<file path="src/rtl/fifo_pkg.sv">
// rtl/fifo_pkg.sv - shared constants and Gray/binary helpers for the async FIFO pointer logic
package fifo_pkg;

    localparam int FIFO_ADDR_SIZE = 3;

    // Helpers work on a wide vector; callers zero-extend and truncate to their pointer width.
    localparam int GRAY_W = 32;

    function automatic logic [GRAY_W-1:0] bin2gray(input logic [GRAY_W-1:0] bin);
        return bin ^ (bin >> 1);
    endfunction

    function automatic logic [GRAY_W-1:0] gray2bin(input logic [GRAY_W-1:0] gray);
        logic [GRAY_W-1:0] bin;
        logic              acc;
        acc = 1'b0;
        bin = '0;
        for (int i = GRAY_W - 1; i >= 0; i--) begin
            acc    = acc ^ gray[i];
            bin[i] = acc;
        end
        return bin;
    endfunction

endpackage

</file>
<file path="src/rtl/fifo_wr_ctrl_gray2binary.sv">
// rtl/fifo_wr_ctrl_gray2binary.sv - combinational Gray-to-binary decode (MSB-first XOR prefix chain)
module Gray2Binary #(
    parameter int WIDTH = 4
) (
    input  logic [WIDTH-1:0] gray_i,
    output logic [WIDTH-1:0] bin_o
);

    always_comb begin
        logic acc;
        acc   = 1'b0;
        bin_o = '0;
        for (int i = WIDTH - 1; i >= 0; i--) begin
            acc      = acc ^ gray_i[i];
            bin_o[i] = acc;
        end
    end

endmodule

</file>
<file path="src/rtl/fifo_wr_ctrl.sv">
// rtl/fifo_wr_ctrl.sv - write-domain pointer, address, level and flag controller for the async FIFO
module fifo_wr_ctrl
    import fifo_pkg::*;
#(
    parameter  int ADDR_SIZE = FIFO_ADDR_SIZE,
    localparam int PTR_SIZE  = ADDR_SIZE + 1
) (
    input  logic                 CLK,
    input  logic                 RST,
    input  logic                 W_INC,
    input  logic [PTR_SIZE-1:0]  Gray_SYNC_RD_PTR,
    input  logic [PTR_SIZE-1:0]  AFULL_THRESH,
    input  logic                 OVF_CLR,
    output logic                 W_EN,
    output logic [ADDR_SIZE-1:0] Binary_W_ADDR,
    output logic [PTR_SIZE-1:0]  Gray_WR_PTR,
    output logic                 W_full,
    output logic                 W_almost_full,
    output logic [PTR_SIZE-1:0]  W_level,
    output logic                 W_overflow
);

    logic [PTR_SIZE-1:0] wbin_q, wbin_d;
    logic [PTR_SIZE-1:0] wgray_q, wgray_d;
    logic [PTR_SIZE-1:0] level_q, level_d;
    logic [PTR_SIZE-1:0] rbin;
    logic [PTR_SIZE-1:0] full_pattern;
    logic                full_q, full_d;
    logic                afull_q, afull_d;
    logic                ovf_q, ovf_d;
    logic                write_ok;

    Gray2Binary #(
        .WIDTH (PTR_SIZE)
    ) u_rd_decode (
        .gray_i (Gray_SYNC_RD_PTR),
        .bin_o  (rbin)
    );

    assign write_ok = W_INC & ~full_q;

    // Full when our next Gray pointer equals the read pointer with its two MSBs inverted.
    assign full_pattern = {~Gray_SYNC_RD_PTR[PTR_SIZE-1 -: 2], Gray_SYNC_RD_PTR[PTR_SIZE-3:0]};

    always_comb begin
        wbin_d = wbin_q;
        if (write_ok) begin
            wbin_d = wbin_q + PTR_SIZE'(1);
        end
        wgray_d = PTR_SIZE'(bin2gray(GRAY_W'(wbin_d)));
        level_d = wbin_d - rbin;
        full_d  = (wgray_d == full_pattern);
        afull_d = (level_d >= AFULL_THRESH);
        ovf_d   = (W_INC & full_q) | (ovf_q & ~OVF_CLR);
    end

    always_ff @(posedge CLK) begin
        if (RST) begin
            wbin_q  <= '0;
            wgray_q <= '0;
            level_q <= '0;
            full_q  <= 1'b0;
            afull_q <= 1'b0;
            ovf_q   <= 1'b0;
        end else begin
            wbin_q  <= wbin_d;
            wgray_q <= wgray_d;
            level_q <= level_d;
            full_q  <= full_d;
            afull_q <= afull_d;
            ovf_q   <= ovf_d;
        end
    end

    assign W_EN          = write_ok & ~RST;
    assign Binary_W_ADDR = wbin_q[ADDR_SIZE-1:0];
    assign Gray_WR_PTR   = wgray_q;
    assign W_full        = full_q;
    assign W_almost_full = afull_q;
    assign W_level       = level_q;
    assign W_overflow    = ovf_q;

endmodule
</file>
<file path="config.mk">
export PLATFORM = sky130hd
export DESIGN_NAME = fifo_wr_ctrl
export DESIGN_NICKNAME = d
export VERILOG_FILES = /design/src/rtl/fifo_pkg.sv /design/src/rtl/fifo_wr_ctrl_gray2binary.sv /design/src/rtl/fifo_wr_ctrl.sv
export SDC_FILE = /design/constraint.sdc
export NUM_CORES = 1
export LEC_CHECK = 0
export CAP_MARGIN = 10
export CORE_MARGIN = 2
export CORE_UTILIZATION = 49
export CTS_CLUSTER_SIZE = 10
export DETAILED_ROUTE_END_ITERATION = 10
export GPL_ROUTABILITY_DRIVEN = 0
export PLACE_DENSITY = 0.85
export SLEW_MARGIN = 20
export SYNTH_ARGS = -nofsm -noshare
export SYNTH_HDL_FRONTEND = slang
export SYNTH_HIERARCHICAL = 1
export SYNTH_SLANG_ARGS = --single-unit
</file>
<file path="constraint.sdc">
create_clock -name CLK -period 4.9 [get_ports CLK]
set_input_delay 0.98 -clock CLK [delete_from_list [all_inputs] [get_ports CLK]]
set_output_delay 0.98 -clock CLK [all_outputs]
set_load 0.02 [all_outputs]
</file>
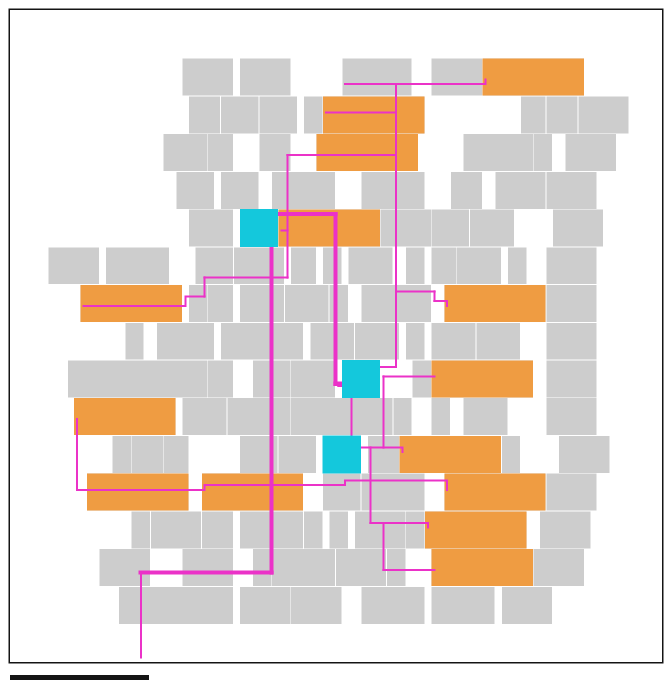
clk_routes.png
Scale bar: 10 um.
Key: clock wires = magenta [length 209 um]; flip-flops = orange [count 14]; clock drivers = cyan [count 3]
There are 4 routed clock nets.

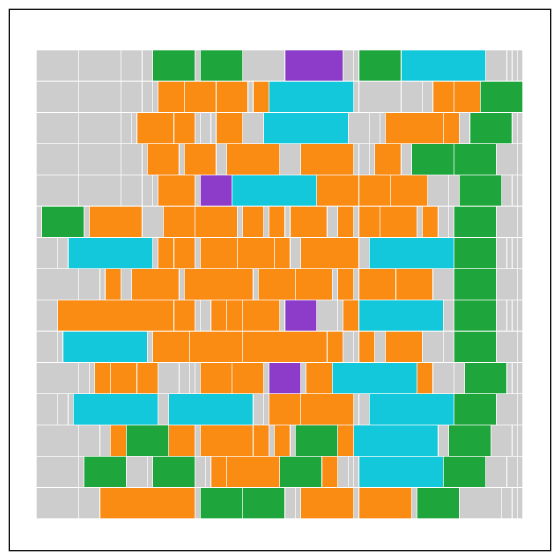
placement_by_type.png
Fill, decap, tap and diode cells in grey.
Key: combinational and other logic = orange [cells 77, share of their area 51%]; other buffers and delay cells = green [cells 26, share of their area 22%]; flops = cyan [cells 14, share of their area 24%]; clock drivers and dummy loads = purple [cells 4, share of their area 3.1%]

==> ci_impl_report.md <==
## Synthesis and layout report

| Metric | Value |
|---|---|
| Clk_lat worst skew | `290 ps` |
| Clock-cell share of area | `0.0298` |
| Final number of setup-violating endpoints | `0` |
| Clock buffer count from CTS | `3` |
| FP Util | `0.525` |
| Warnings from Yosys | `6` |
| Registers, synthesis | `14` |
| Initial antenna violation count | `0` |
| # rows | `15` |
| Most frequent cell after synthesis | `dfxtp_1` |
| NetSw | `0.000130 W` |
| Die H | `47.0 um` |
| Share of the synthesized area in the top cell type | `0.309` |
| Overall power | `0.000389 W` |
| GRT Util Overall | `0.205` |
| DRC Markers | `0` |
| Slew headroom | `0.626` |
| Reg2Reg Depth | `10` |
| FMAX | `281 MHz` |
| Status | `complete, no violations` |
| Yosys Instances | `94` |
| Hold Buf Count CTS | `0` |
| CTS Root Cell | `clkbuf_4` |
| Cts repair resizes | `0` |
| Pwr/cell area | `320 nW/um^2` |
| Worst min-delay path class | `register to register` |
| Tool warnings | `26` |
| Chip area | `2210 um^2` |
| Placed instance count | `142` |
| Ant. Diodes | `0` |
| Switch share | `0.334` |
| WP data arrival | `3710 ps` |
| Area grow syn2layout | `34.4%` |
| Commonest cells post-synth | `dfxtp_1, nor2_1, inv_1, ha_1, xnor2_1` |
| Clk_skew | `8.62 ps` |
| Total Routed Length | `1820 um` |
| Vias in the first global route | `668` |
| NonClk Buf Share | `0.214` |
| Post-layout min period | `3560 ps` |
| Die W | `47.0 um` |
| Seq_cells | `14` |
| Hold path cells | `2` |
| Met2 Wirelength | `905 um` |
| Clock power frac | `0.219` |
| Port bufs | `26` |
| Syn_area_per_cell | `9.64 um^2` |
| Hold path start | `W_overflow` |
| Top class by area | `combinational gates` |
| Inverters | `9` |
| Largest net degree at the start of global routing | `16` |
| Cell taking the most area after synthesis | `dfxtp_1` |
| CP max FO | `10` |
| Nets | `143` |
| Combinational gate area | `576 um^2` |
| Most instantiated logic cells after routing | `clkdlybuf4s50_1, dfxtp_1, nor2_1` |
| Total sequential power | `0.000137 W` |
| Avg WL per Cell | `12.4 um` |
| TritonCTS clock tree | `done` |
| Num Clock Sinks | `14` |
| Placed Area | `1180 um^2` |
| Worst setup path endpoint | `W_almost_full` |
| Worst reg2reg endpoint | `W_almost_full` |
| H-tree levels | `1` |
| Worst vdd ir | `0.000209 V` |
| Cell area after layout | `1220 um^2` |
| Pwr top | `combinational cells` |
| Comb pwr | `0.000167 W` |
| Comb area share | `0.473` |
| MaxCap Viol Count | `0` |
| Detailed-route vias per instance | `4.83` |
| Register area | `280 um^2` |
| Crit path DRT | `5060 ps` |
| Final Non-Filler Cells | `146` |
| Area reported by Yosys stat | `906 um^2` |
| Critical Path End Type | `register` |
| Setup_tns | `0 ps` |
| Number of non-clock buffers | `26` |
| Synth cell types | `35` |
| Proportion of layout cells with a drive suffix above 1 | `0.0909` |
| Clk pwr | `0.0000853 W` |
| Met3 WL | `78 um` |
| Syn nets | `115` |
| WHS | `467 ps` |
| WL met1 | `795 um` |
| First-iteration detailed-routing DRC count | `9` |
| Crit path launch type | `input pin` |
| Post-synth EDFFs | `0` |
| # Post-CTS Setup Buffers | `0` |
| Global-route wire length before repair | `3080 um` |
| Critical path class | `input pin to register` |
| Seq share, synth | `0.309` |
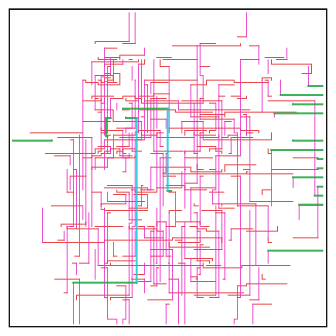
wires.png
Key: metal 1 = red [wire length 795 um]; metal 3 = green [wire length 78.2 um]; metal 2 = magenta [wire length 905 um]; metal 4 = cyan [wire length 36.7 um]

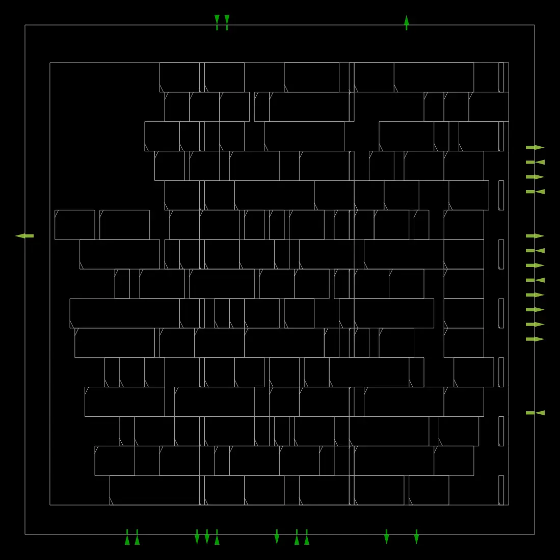
placement.png
FILL cells: 147
core area: 1730 um^2
post-layout util: 0.705
flop share of the area: 0.230
Tap Cells: 25

logic make-up after synthesis:
group,count (synthesis),synth area share
AND/OR/NAND/NOR,32,0.211
XOR/XNOR,14,0.180
flip-flops,14,0.309
AND-OR/OR-AND,12,0.0967
buffers and inverters,12,0.0552
adder cells (fa/ha/maj),9,0.133
multiplexers,1,0.0152
worst max-delay path, cell delays in order:
cell and delay [ps]:
clkdlybuf4s50_1 690, xor2_2 250, xor2_1 280, inv_1 100, ha_1 300, a21o_1 160
a21oi_1 210, xnor3_1 280, ha_1 300, a21oi_1 130, nor2_1 50
layer usage:
layer,GRT usage,up-vias
met2,0.356,20
met3,0.0231,4
met5,0,-
met4,0.100,0
met1,0.249,316
li1,-,365
No activity file was given, so power comes from the tool's default toggle rates.
